<file path="config.mk">
export PLATFORM = sky130hd
export DESIGN_NAME = usart_tx_arbiter_flat
export DESIGN_NICKNAME = d
export VERILOG_FILES = /design/src/rtl/usart_tx_arbiter_if.sv /design/src/rtl/usart_tx_arbiter.sv /design/src/flat_wrapper.sv
export SDC_FILE = /design/constraint.sdc
export NUM_CORES = 1
export LEC_CHECK = 0
export CORE_ASPECT_RATIO = 1.1
export CORE_MARGIN = 2
export CORE_UTILIZATION = 48
export CTS_CLUSTER_DIAMETER = 100
export DETAILED_ROUTE_END_ITERATION = 8
export MAX_ROUTING_LAYER = met4
export PLACE_DENSITY = 0.8
export SLEW_MARGIN = 20
export SYNTH_ARGS = -nofsm -noshare
export SYNTH_HDL_FRONTEND = slang
export SYNTH_SLANG_ARGS = --single-unit
export TNS_END_PERCENT = 1
</file>
<file path="constraint.sdc">
create_clock -name clk -period 2.4 [get_ports clk]
set_input_delay 0.36 -clock clk [delete_from_list [all_inputs] [get_ports clk]]
set_output_delay 0.36 -clock clk [all_outputs]
set_load 0.005 [all_outputs]
</file>
<file path="src/rtl/usart_tx_arbiter_if.sv">
// Handshake bundle between the byte requesters, the arbiter and the USART
// transmitter. The master side is the environment (requesters plus the
// transmitter's done pulse); the slave side is the arbiter itself.
interface usart_tx_arbiter_if #(
  parameter int NUM_REQ  = 4,
  parameter int DATA_BIT = 8,
  parameter int ID_W     = 3
) ();
  logic [NUM_REQ-1:0]          req_valid;
  logic [NUM_REQ*DATA_BIT-1:0] req_data;
  logic [NUM_REQ-1:0]          req_ack;
  logic [DATA_BIT-1:0]         tx_data;
  logic                        tx_toggle;
  logic                        tx_done;
  logic                        busy;
  logic [ID_W-1:0]             grant_id;
  logic                        timeout_err;

  modport master (
    output req_valid, req_data, tx_done,
    input  req_ack, tx_data, tx_toggle, busy, grant_id, timeout_err
  );

  modport slave (
    input  req_valid, req_data, tx_done,
    output req_ack, tx_data, tx_toggle, busy, grant_id, timeout_err
  );
endinterface

</file>
<file path="src/rtl/usart_tx_arbiter.sv">
// Round-robin arbiter sharing one USART transmitter among NUM_REQ requesters.
// A grant loads the winner's byte, acks it for one cycle and flips tx_toggle;
// the arbiter then waits for tx_done, or gives up after TIMEOUT_CLKS cycles.
module usart_tx_arbiter #(
  parameter int NUM_REQ      = 4,
  parameter int DATA_BIT     = 8,
  parameter int TIMEOUT_CLKS = 12000,
  parameter int ID_W         = 3
) (
  input  logic                clk,
  input  logic                reset,
  usart_tx_arbiter_if.slave   bus
);

  localparam int CNT_W = $clog2(TIMEOUT_CLKS) + 1;

  typedef enum logic {S_IDLE, S_WAIT} state_t;

  state_t              state;
  logic [ID_W-1:0]     rr_ptr;
  logic [CNT_W-1:0]    cnt;

  logic                hi_found;
  logic                lo_found;
  logic [ID_W-1:0]     hi_w;
  logic [ID_W-1:0]     lo_w;
  logic [DATA_BIT-1:0] hi_d;
  logic [DATA_BIT-1:0] lo_d;
  logic [ID_W-1:0]     winner;
  logic [DATA_BIT-1:0] win_data;
  logic [ID_W-1:0]     next_ptr;

  // Winner search: first pending requester at or above rr_ptr, else the
  // first one below it, which is the wrap-around part of the rotation.
  always_comb begin
    hi_found = 1'b0;
    lo_found = 1'b0;
    hi_w     = '0;
    lo_w     = '0;
    hi_d     = '0;
    lo_d     = '0;
    for (int i = 0; i < NUM_REQ; i++) begin
      if (bus.req_valid[i]) begin
        if (i >= int'(rr_ptr)) begin
          if (!hi_found) begin
            hi_found = 1'b1;
            hi_w     = ID_W'(i);
            hi_d     = bus.req_data[i*DATA_BIT +: DATA_BIT];
          end
        end else if (!lo_found) begin
          lo_found = 1'b1;
          lo_w     = ID_W'(i);
          lo_d     = bus.req_data[i*DATA_BIT +: DATA_BIT];
        end
      end
    end
    winner   = hi_found ? hi_w : lo_w;
    win_data = hi_found ? hi_d : lo_d;
  end

  // Pointer advance past the requester just served, wrapping at NUM_REQ-1.
  always_comb begin
    next_ptr = (bus.grant_id == ID_W'(NUM_REQ - 1)) ? '0 : bus.grant_id + 1'b1;
  end

  // Grant/wait FSM with all outputs registered; ack and timeout are pulses.
  always_ff @(posedge clk) begin
    if (reset) begin
      state           <= S_IDLE;
      rr_ptr          <= '0;
      cnt             <= '0;
      bus.req_ack     <= '0;
      bus.tx_data     <= '0;
      bus.tx_toggle   <= 1'b0;
      bus.busy        <= 1'b0;
      bus.grant_id    <= '0;
      bus.timeout_err <= 1'b0;
    end else begin
      bus.req_ack     <= '0;
      bus.timeout_err <= 1'b0;
      case (state)
        S_IDLE: begin
          if (|bus.req_valid) begin
            bus.tx_data   <= win_data;
            bus.grant_id  <= winner;
            bus.req_ack   <= NUM_REQ'(1) << winner;
            bus.tx_toggle <= ~bus.tx_toggle;
            bus.busy      <= 1'b1;
            cnt           <= '0;
            state         <= S_WAIT;
          end
        end
        S_WAIT: begin
          cnt <= cnt + 1'b1;
          // tx_done takes priority over a coincident watchdog expiry.
          if (bus.tx_done) begin
            rr_ptr   <= next_ptr;
            bus.busy <= 1'b0;
            state    <= S_IDLE;
          end else if (cnt == CNT_W'(TIMEOUT_CLKS - 1)) begin
            bus.timeout_err <= 1'b1;
            rr_ptr          <= next_ptr;
            bus.busy        <= 1'b0;
            state           <= S_IDLE;
          end
        end
        default: state <= S_IDLE;
      endcase
    end
  end

endmodule

</file>
<file path="src/flat_wrapper.sv">
// flat-port wrapper written by rule: the top's interface ports become plain ports
module usart_tx_arbiter_flat 
#(
  parameter int NUM_REQ      = 4,
  parameter int DATA_BIT     = 8,
  parameter int TIMEOUT_CLKS = 12000,
  parameter int ID_W         = 3
)
  (clk, reset, bus_req_valid, bus_req_data, bus_tx_done, bus_req_ack, bus_tx_data, bus_tx_toggle, bus_busy, bus_grant_id, bus_timeout_err);
  usart_tx_arbiter_if #(.NUM_REQ(NUM_REQ), .DATA_BIT(DATA_BIT), .ID_W(ID_W)) bus_i ();
  input  logic clk;
  input  logic reset;
  input wire logic [$bits(bus_i.req_valid)-1:0] bus_req_valid;
  input wire logic [$bits(bus_i.req_data)-1:0] bus_req_data;
  input wire logic [$bits(bus_i.tx_done)-1:0] bus_tx_done;
  output wire logic [$bits(bus_i.req_ack)-1:0] bus_req_ack;
  output wire logic [$bits(bus_i.tx_data)-1:0] bus_tx_data;
  output wire logic [$bits(bus_i.tx_toggle)-1:0] bus_tx_toggle;
  output wire logic [$bits(bus_i.busy)-1:0] bus_busy;
  output wire logic [$bits(bus_i.grant_id)-1:0] bus_grant_id;
  output wire logic [$bits(bus_i.timeout_err)-1:0] bus_timeout_err;
  assign bus_i.req_valid = bus_req_valid;
  assign bus_i.req_data = bus_req_data;
  assign bus_i.tx_done = bus_tx_done;
  assign bus_req_ack = bus_i.req_ack;
  assign bus_tx_data = bus_i.tx_data;
  assign bus_tx_toggle = bus_i.tx_toggle;
  assign bus_busy = bus_i.busy;
  assign bus_grant_id = bus_i.grant_id;
  assign bus_timeout_err = bus_i.timeout_err;
  usart_tx_arbiter #(.NUM_REQ(NUM_REQ), .DATA_BIT(DATA_BIT), .TIMEOUT_CLKS(TIMEOUT_CLKS), .ID_W(ID_W)) u_core (.clk(clk), .reset(reset), .bus(bus_i));
endmodule
</file>
Wiring heat map:
The bar under the picture is 20 µm long. 13 x 15 tiles, from dark blue (low) to red (high), scaled to the fullest tile. Values are wire area over tile area, all layers added.
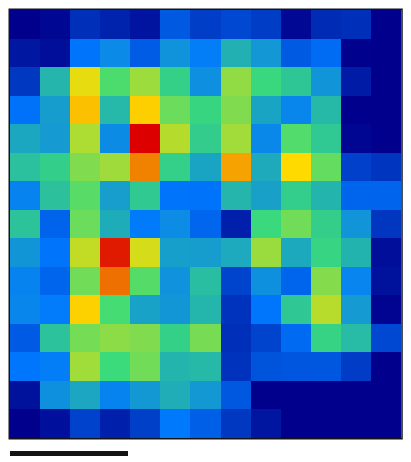
fullest tile	0.52
tiles over half the peak	20%
nearly empty tiles	12%
densest ninth of the die	middle left
mean over tiles	0.17
global-route usage over all layers: 24.0%
post-DR wirelength/cell: 13.0 µm
routed vias: 2188
post-detailed-routing wire length: 5080 µm

Register map, names as in the netlist:
The bar under the picture is 20 µm long. Other sequential cells in the stronger grey, the rest of the logic in the fainter grey.
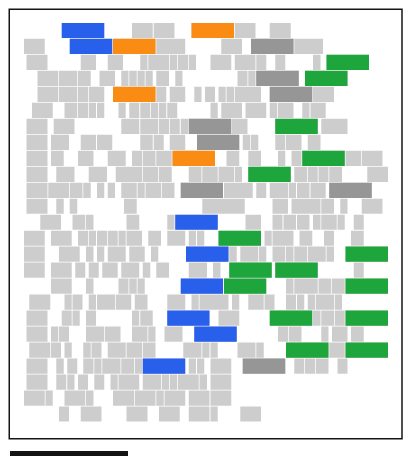
name in the netlist	colour	sequential cells
u_core.cnt	green	15
u_core.bus.tx_data	blue	8
u_core.bus.req_ack	orange	4
not coloured	8
Power Sequential: 631 µW
register share of the cell area: 25.2%

==> flip-flops by register name, summed over array words and instances (netlist names) <==
register and flops:
u_core.bus.busy 1, u_core.cnt 15, u_core.rr_ptr 2, u_core.bus.grant_id 2, u_core.bus.tx_data 8, u_core.bus.req_ack 4
u_core.bus.tx_toggle 1, u_core.state 1, u_core.bus.timeout_err 1
==> synthesized netlist by cell type (all sizes together), types with 2 or more instances <==
master	instances	area share [%]
nor2	34	6.2
a211o	2	0.85
nor4	2	0.91
clkbuf	11	2.0
nand3b	2	0.73
inv	8	1.5
a311oi	8	3.4
a22oi	3	1.1
a22o	2	0.85
buf	7	1.8
o211ai	5	1.8
nor3	4	0.97
and3	10	3.0
a21oi	22	5.5
dfxtp	35	34
a31oi	2	0.60
a211oi	8	2.9
nor2b	3	0.91
nand2b	3	1.0
a221oi	6	2.5
ha	2	1.2
nand3	13	3.1
mux2i	3	1.5
or2	5	1.5
o21a	4	1.5
or3	10	3.0
nand4	4	1.2
nand2	43	7.8
o21ai	10	2.4
==> layout make-up <==
type | count | area (µm²)
clock buffers | 7 | 76.3
clock inverters | 1 | 5.00
fillers | 375 | 1440
inverters | 8 | 30.0
multi-input cells | 220 | 1250
flip-flops and latches | 35 | 701
well taps | 54 | 67.6
repair buffers | 67 | 653
==> cells by family after synthesis <==
kind of cell	Yosys count	share of synthesized area [%]
compound gates	73	23.8
xor+xnor	2	0.847
fa+ha+maj	2	1.21
buf+inv	27	5.63
flops	35	33.9
mux	4	2.00
other cells	1	0.181
simple gates	138	32.4
==> report_power, final <==
group | internal [mW] | total [mW] | switching (mW)
sequential | 0.609 | 0.631 | 0.0220
clock | 0.203 | 0.401 | 0.197
combinational | 0.165 | 0.300 | 0.135
total | 0.977 | 1.33 | 0.354
==> impl_summary.log <==
[report] implementation figures
INFO  metric cts.repair_timing.setup_buffer_count = 0
INFO  metric finish.net_count = about 380
INFO  metric timing.final.crit_period = between 2000 and 2500 ps
INFO  metric placed_cells = 384
INFO  metric end_kind = flip-flop
INFO  metric ios = between 50 and 60
INFO  metric layout.cell_area.non_filler = between 0.002 and 0.003 mm²
INFO  metric reg2regPathDepth = 5
INFO  metric holdPathStages = 2
INFO  metric power.density = 478 mW/mm²
INFO  metric hold_viol_final = 0
INFO  metric cts_made_buffers = 5
INFO  metric gr-usage-met1 = around 29%
INFO  metric outcome = finished, final reports clean
INFO  metric worst_vdd_ir = approximately 0.29 mV
INFO  metric tool_warnings = 26
INFO  metric critical_path.max_stage_delay = approximately 520 ps
INFO  metric floorplan.die_area = just under 0.005 mm²
INFO  metric cts_htree_levels = 2
INFO  metric required = 2590 ps
INFO  metric placeableCoreArea = 0.00422 mm²
INFO  metric buf_inv_on_cp = 2
INFO  metric place_area = about 0.0027 mm²
INFO  metric reg2reg_setup_slack = about 530 ps
INFO  metric final_common_cell = sky130_fd_sc_hd__clkdlybuf4s50_1
INFO  metric global_route.usage.met2 = 41.0%
INFO  metric arrival = approximately 2200 ps
INFO  metric criticalPathCategory = in -> reg
INFO  metric cts.sinks = 35
INFO  metric cts.clk_slew.worst_paths = 70 ps
INFO  metric crit_fanout = 8
INFO  metric final_layout_size_suffix_gt1_share = approximately 8.0%
INFO  metric async_flop_share = 0%
INFO  metric clockRootBuffer = sky130_fd_sc_hd__clkbuf_8
INFO  metric r2r_end = u_core.bus.tx_data[1]
INFO  metric hold_ws = 481 ps
INFO  metric cts_hold_repair.buffers = 0
INFO  metric grt_setup_unrepaired = no
INFO  metric clock_tree_from_tritoncts = done
INFO  metric clock_path_buffers = 2
INFO  metric gr-total-overflow = 0
INFO  metric ys_cells = about 280
INFO  metric max_fclk = just under 0.5 GHz
INFO  metric synth-seq-area-share = 33.9%
INFO  metric tcrit_tclk_final = a little under nine tenths
INFO  metric place.gp.congestion = ~0.9
Power figures rest on the tool's default switching activity, not on a simulated workload.
